==> config.mk <==
export PLATFORM = sky130hd
export DESIGN_NAME = fxp_mac_acc
export DESIGN_NICKNAME = d
export VERILOG_FILES = /design/src/rtl/fxp_mac_acc_pkg.sv /design/src/rtl/fxp_round_sat.sv /design/src/rtl/fxp_mac_acc.sv
export SDC_FILE = /design/constraint.sdc
export NUM_CORES = 1
export LEC_CHECK = 0
export CORE_AREA = 2 2 204 146
export DETAILED_ROUTE_END_ITERATION = 10
export DIE_AREA = 0 0 206 148
export GPL_TIMING_DRIVEN = 0
export HOLD_SLACK_MARGIN = 0.05
export PLACE_DENSITY = 0.77
export REMOVE_ABC_BUFFERS = 1
export SLEW_MARGIN = 10
export SYNTH_ARGS = -nofsm -noshare
export SYNTH_HDL_FRONTEND = slang
export SYNTH_SLANG_ARGS = --single-unit
==> constraint.sdc <==
create_clock -name clk -period 8.4 [get_ports clk]
set_input_delay 2.52 -clock clk [delete_from_list [all_inputs] [get_ports clk]]
set_output_delay 2.52 -clock clk [all_outputs]
set_load 0.05 [all_outputs]
==> src/rtl/fxp_mac_acc_pkg.sv <==
// Shared definitions for the fixed-point MAC accumulator.
// Width macros FXP_N / FXP_FRAC default to 16 / 8 when not supplied by the build.
// Rounding mode is selected by FXP_MAC_ROUND_EN (see fxp_round_sat).
`ifndef FXP_N
`define FXP_N 16
`endif
`ifndef FXP_FRAC
`define FXP_FRAC 8
`endif

package fxp_mac_acc_pkg;

    localparam int FXP_N_P     = `FXP_N;
    localparam int FXP_FRAC_P  = `FXP_FRAC;
    localparam int FXP_GUARD_P = 4;
    localparam int FXP_ACC_W   = 2 * FXP_N_P + FXP_GUARD_P;

    typedef enum logic [1:0] {
        ST_ACC   = 2'd0,
        ST_FLUSH = 2'd1,
        ST_OUT   = 2'd2
    } mac_state_t;

endpackage

==> src/rtl/fxp_round_sat.sv <==
// Combinational result former: shifts the guarded accumulator down by FRAC
// fractional bits and clips it to the signed DATA_W range.
// FXP_MAC_ROUND_EN defined: round-half-up; undefined: floor truncation.
module fxp_round_sat
    import fxp_mac_acc_pkg::*;
#(
    parameter int DATA_W = FXP_N_P,
    parameter int FRAC   = FXP_FRAC_P,
    parameter int ACC_W  = FXP_ACC_W
) (
    input  logic signed [ACC_W-1:0]  acc,
    output logic signed [DATA_W-1:0] out_data,
    output logic                     out_sat
);

    // One extra bit so the rounding add can never overflow.
    localparam int RW = ACC_W + 1;
    localparam logic signed [RW-1:0] R_MAX = {{(RW-DATA_W+1){1'b0}}, {(DATA_W-1){1'b1}}};
    localparam logic signed [RW-1:0] R_MIN = {{(RW-DATA_W+1){1'b1}}, {(DATA_W-1){1'b0}}};
`ifdef FXP_MAC_ROUND_EN
    localparam logic signed [RW-1:0] HALF  = {{(RW-FRAC){1'b0}}, 1'b1, {(FRAC-1){1'b0}}};
`endif

    function automatic logic signed [RW-1:0] round_shift(input logic signed [ACC_W-1:0] a);
        logic signed [RW-1:0] ext;
        ext = {a[ACC_W-1], a};
`ifdef FXP_MAC_ROUND_EN
        ext = ext + HALF;
`endif
        return ext >>> FRAC;
    endfunction

    // Returns {sat, data}.
    function automatic logic [DATA_W:0] saturate(input logic signed [RW-1:0] r);
        if (r > R_MAX)
            return {1'b1, 1'b0, {(DATA_W-1){1'b1}}};
        else if (r < R_MIN)
            return {1'b1, 1'b1, {(DATA_W-1){1'b0}}};
        return {1'b0, r[DATA_W-1:0]};
    endfunction

    logic [DATA_W:0] sr;

    // Round, then clip to the output range.
    always_comb begin
        sr       = saturate(round_shift(acc));
        out_sat  = sr[DATA_W];
        out_data = sr[DATA_W-1:0];
    end

endmodule

==> src/rtl/fxp_mac_acc.sv <==
// Streaming fixed-point dot-product stage: multiply, guarded accumulate,
// then one rounded/saturated result per vector on a valid/ready output.
// Rounding mode is selected by FXP_MAC_ROUND_EN (default: truncation).
module fxp_mac_acc
    import fxp_mac_acc_pkg::*;
#(
    parameter int DATA_W = FXP_N_P,
    parameter int FRAC   = FXP_FRAC_P,
    parameter int GUARD  = FXP_GUARD_P
) (
    input  logic                     clk,
    input  logic                     rst_n,
    input  logic                     in_valid,
    output logic                     in_ready,
    input  logic signed [DATA_W-1:0] in_a,
    input  logic signed [DATA_W-1:0] in_b,
    input  logic                     in_last,
    output logic                     out_valid,
    input  logic                     out_ready,
    output logic signed [DATA_W-1:0] out_data,
    output logic                     out_sat,
    output logic                     out_len_err
);

    localparam int PROD_W = 2 * DATA_W;
    localparam int ACC_W  = PROD_W + GUARD;
    localparam logic [GUARD:0] CNT_MAX = {1'b1, {GUARD{1'b0}}};

    mac_state_t state, state_nxt;
    logic beat, load_out;
    logic [GUARD:0] cnt;
    logic len_err;

    logic vld_p0, last_p0, first_p0;
    logic signed [PROD_W-1:0] prod_p0;
    logic signed [ACC_W-1:0]  prod_ext_p0;
    logic signed [ACC_W-1:0]  acc_p1;
    logic done_p1;

    logic signed [DATA_W-1:0] rs_data;
    logic rs_sat;

    assign beat        = in_valid && in_ready;
    assign prod_ext_p0 = {{GUARD{prod_p0[PROD_W-1]}}, prod_p0};
    // The accumulator holds the final sum in the cycle done_p1 is high.
    assign load_out    = (state == ST_FLUSH) && done_p1;

    // FSM state register.
    always_ff @(posedge clk or negedge rst_n) begin
        if (!rst_n) state <= ST_ACC;
        else        state <= state_nxt;
    end

    // Next-state and handshake decode.
    always_comb begin
        state_nxt = state;
        in_ready  = 1'b0;
        out_valid = 1'b0;
        case (state)
            ST_ACC: begin
                in_ready = 1'b1;
                if (in_valid && in_last) state_nxt = ST_FLUSH;
            end
            ST_FLUSH: begin
                if (done_p1) state_nxt = ST_OUT;
            end
            ST_OUT: begin
                out_valid = 1'b1;
                if (out_ready) state_nxt = ST_ACC;
            end
            default: state_nxt = ST_ACC;
        endcase
    end

    // Beat counter and sticky length error, cleared by the output handshake.
    always_ff @(posedge clk or negedge rst_n) begin
        if (!rst_n) begin
            cnt     <= '0;
            len_err <= 1'b0;
        end else if (out_valid && out_ready) begin
            cnt     <= '0;
            len_err <= 1'b0;
        end else if (beat) begin
            if (cnt == CNT_MAX) len_err <= 1'b1;
            else                cnt     <= cnt + 1'b1;
        end
    end

    // Pipeline control: stage-0 valid and stage-1 end-of-vector marker.
    always_ff @(posedge clk or negedge rst_n) begin
        if (!rst_n) begin
            vld_p0  <= 1'b0;
            done_p1 <= 1'b0;
        end else begin
            vld_p0  <= beat;
            done_p1 <= vld_p0 && last_p0;
        end
    end

    // Stage 0: full-precision product with vector framing flags.
    always_ff @(posedge clk) begin
        if (beat) begin
            prod_p0  <= PROD_W'(in_a) * PROD_W'(in_b);
            last_p0  <= in_last;
            first_p0 <= (cnt == '0);
        end
    end

    // Stage 1: first beat loads, later beats add (wraps modulo 2^ACC_W).
    always_ff @(posedge clk) begin
        if (vld_p0) begin
            if (first_p0) acc_p1 <= prod_ext_p0;
            else          acc_p1 <= acc_p1 + prod_ext_p0;
        end
    end

    fxp_round_sat #(
        .DATA_W (DATA_W),
        .FRAC   (FRAC),
        .ACC_W  (ACC_W)
    ) u_round_sat (
        .acc      (acc_p1),
        .out_data (rs_data),
        .out_sat  (rs_sat)
    );

    // Output registers: captured once per vector, held through backpressure.
    always_ff @(posedge clk or negedge rst_n) begin
        if (!rst_n) begin
            out_data    <= '0;
            out_sat     <= 1'b0;
            out_len_err <= 1'b0;
        end else if (load_out) begin
            out_data    <= rs_data;
            out_sat     <= rs_sat;
            out_len_err <= len_err;
        end
    end

endmodule
==> results.txt <==
Physical implementation

The cell type that accounts for the most area after synthesis is sky130_fd_sc_hd__fa_1. Clock tree synthesis selected as its root buffer the cell sky130_fd_sc_hd__clkbuf_16. The die extent in y is 148 µm. The final worst-path setup slack is 202 ps. The via count of the first global-routing pass is 11.9k. Per the layout area report, the combinational fraction of cell area is 67.3%. The report shows a maximum critical-path fanout of 16.

The main logic family after synthesis is adder cells. In this design, the stage delay of the slowest critical-path cell is 570 ps. The post-layout instance area is 0.0167 mm². Walking the worst path, the cells encountered are buf_2 -> nand2_1 -> fa_1 -> fa_1 -> fa_1 -> inv_1 -> fa_1 -> fa_1 -> inv_1 -> fa_1 -> inv_1 -> ha_4 -> and4_4 -> and2_1 -> a32o_2 -> a2111oi_4 -> o21ai_2 -> a21o_1 -> a31o_1 -> a21oi_2 -> xnor2_1. The sequential-to-total area share from yosys stat is 18.2%. The highest-delay cell along the critical path is sky130_fd_sc_hd__fa_1. The post-CTS hold buffer count recorded in the log is 0. Compared with the post-synthesis result, the final layout area differs by 8.22%. The first routing iteration left 568 violations. Per the slew report, the remaining headroom to the max-slew limit stands at 23.3%. In the layout the commonest cells are sky130_fd_sc_hd__inv_1 (340), sky130_fd_sc_hd__fa_1 (261), sky130_fd_sc_hd__nand2_1 (197). The run finished with clean final reports. The number of unique standard cell types used by synthesis is 61. The clock-pin transition on the worst setup and hold timing paths is 70 ps. The detail-routed via count per cell is 5.37. The data required time of the worst path is 8480 ps. Of the total synthesized cell area, the portion taken by full adders, half adders and majority gates is 43.8%.

After synthesis, the share of cell area in mux cells is 0.349%. In this run, synthesis produced a sequential element count of 98. The core area is 0.0285 mm². By instance count, the leading cell after synthesis is sky130_fd_sc_hd__inv_1. The number of buffers other than clock buffers in the final layout is 65. The highest signal layer in the routed design is met4. The fraction of area in registers is 16.8%. The number of max-capacitance violations reported is 0.
-- path summary, 6_finish.rpt --
check / to / slack, ps / from / depth (start not counted)
hold reg to reg: done_p1$_DFF_PN0_ / 470 / last_p0$_DFFE_PP_ / 1
min in group asynchronous: out_data[2]$_DFFE_PN0P_ / 2190 / rst_n / 1
setup / recovery: prod_p0[31]$_DFFE_PP_ / 200 / in_b[3] / 21
max in group asynchronous: vld_p0$_DFF_PN0_ / 5770 / rst_n / 1
hold / removal: done_p1$_DFF_PN0_ / 470 / last_p0$_DFFE_PP_ / 1
setup reg to reg: acc_p1[34]$_DFFE_PP_ / 5100 / prod_p0[0]$_DFFE_PP_ / 12
==> images/final_congestion.png <==
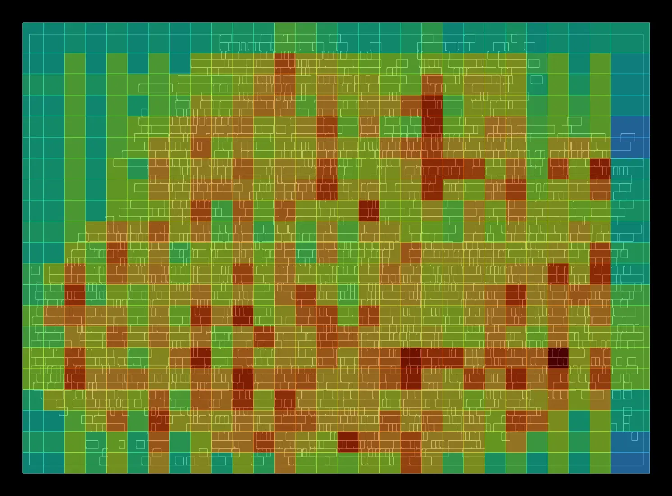
GR Layer Usage met2: 38.5%
average wire length per cell after detail routing: 15.2 µm

==> images/zoom.png <==
Scale bar: 10 µm. Region (134, 17) to (174, 57) µm. Cells in grey, sequential cells in the stronger grey; small squares are vias.
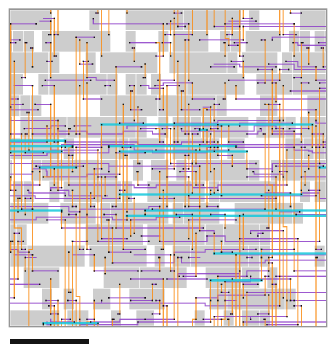
Purple shows met1. Cyan shows met3. Orange shows met2.
134 logic cells have their middle in the window. Most frequent: inv_1 (55), fa_1 (30). Sequential cells in the window: 0.

==> images/gate_families.png <==
Scale bar: 50 µm.
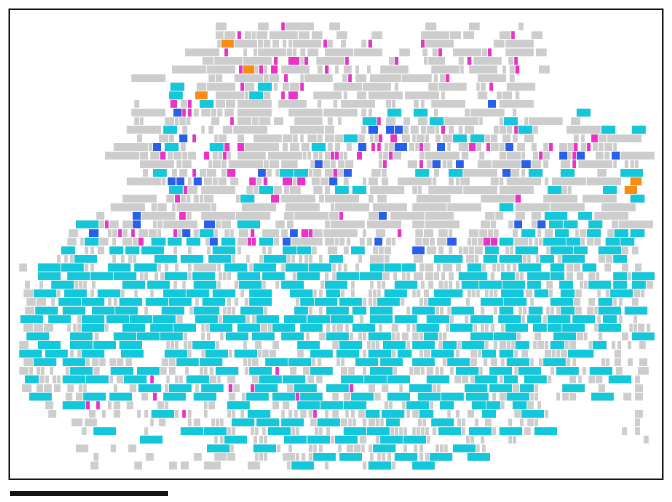
Orange shows multiplexers, cells 5. Cyan shows adder and majority cells, cells 382. Magenta shows NOR gates, cells 100. Blue shows AND-OR and OR-AND gates, cells 39.
Non-Filler Instances: 2,058
most common cell after layout, fill and taps aside: sky130_fd_sc_hd__inv_1

==> images/met1.png <==
Scale bar: 50 µm. Supply wires on this layer in grey.
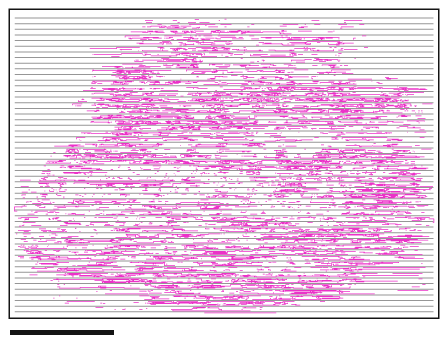
1,932 nets have wire on it. The layer holds 46% of the routed length. The wires run mostly horizontal. The longest straight run is 37.3 µm. The layer carries 14,200 µm of wire.
total number of vias: 11.1k
routed wire length: 31,200 µm
met1 Use GR: 31.4%

==> images/met3.png <==
Scale bar: 50 µm. Cells faint in the background.
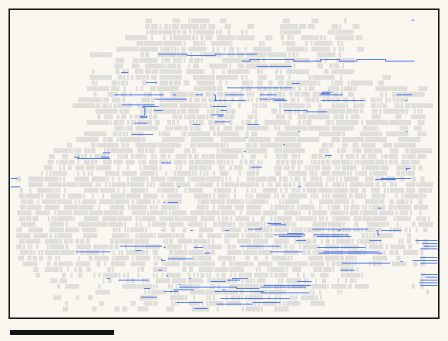
92 nets have wire on it. The layer holds 4.0% of the routed length.

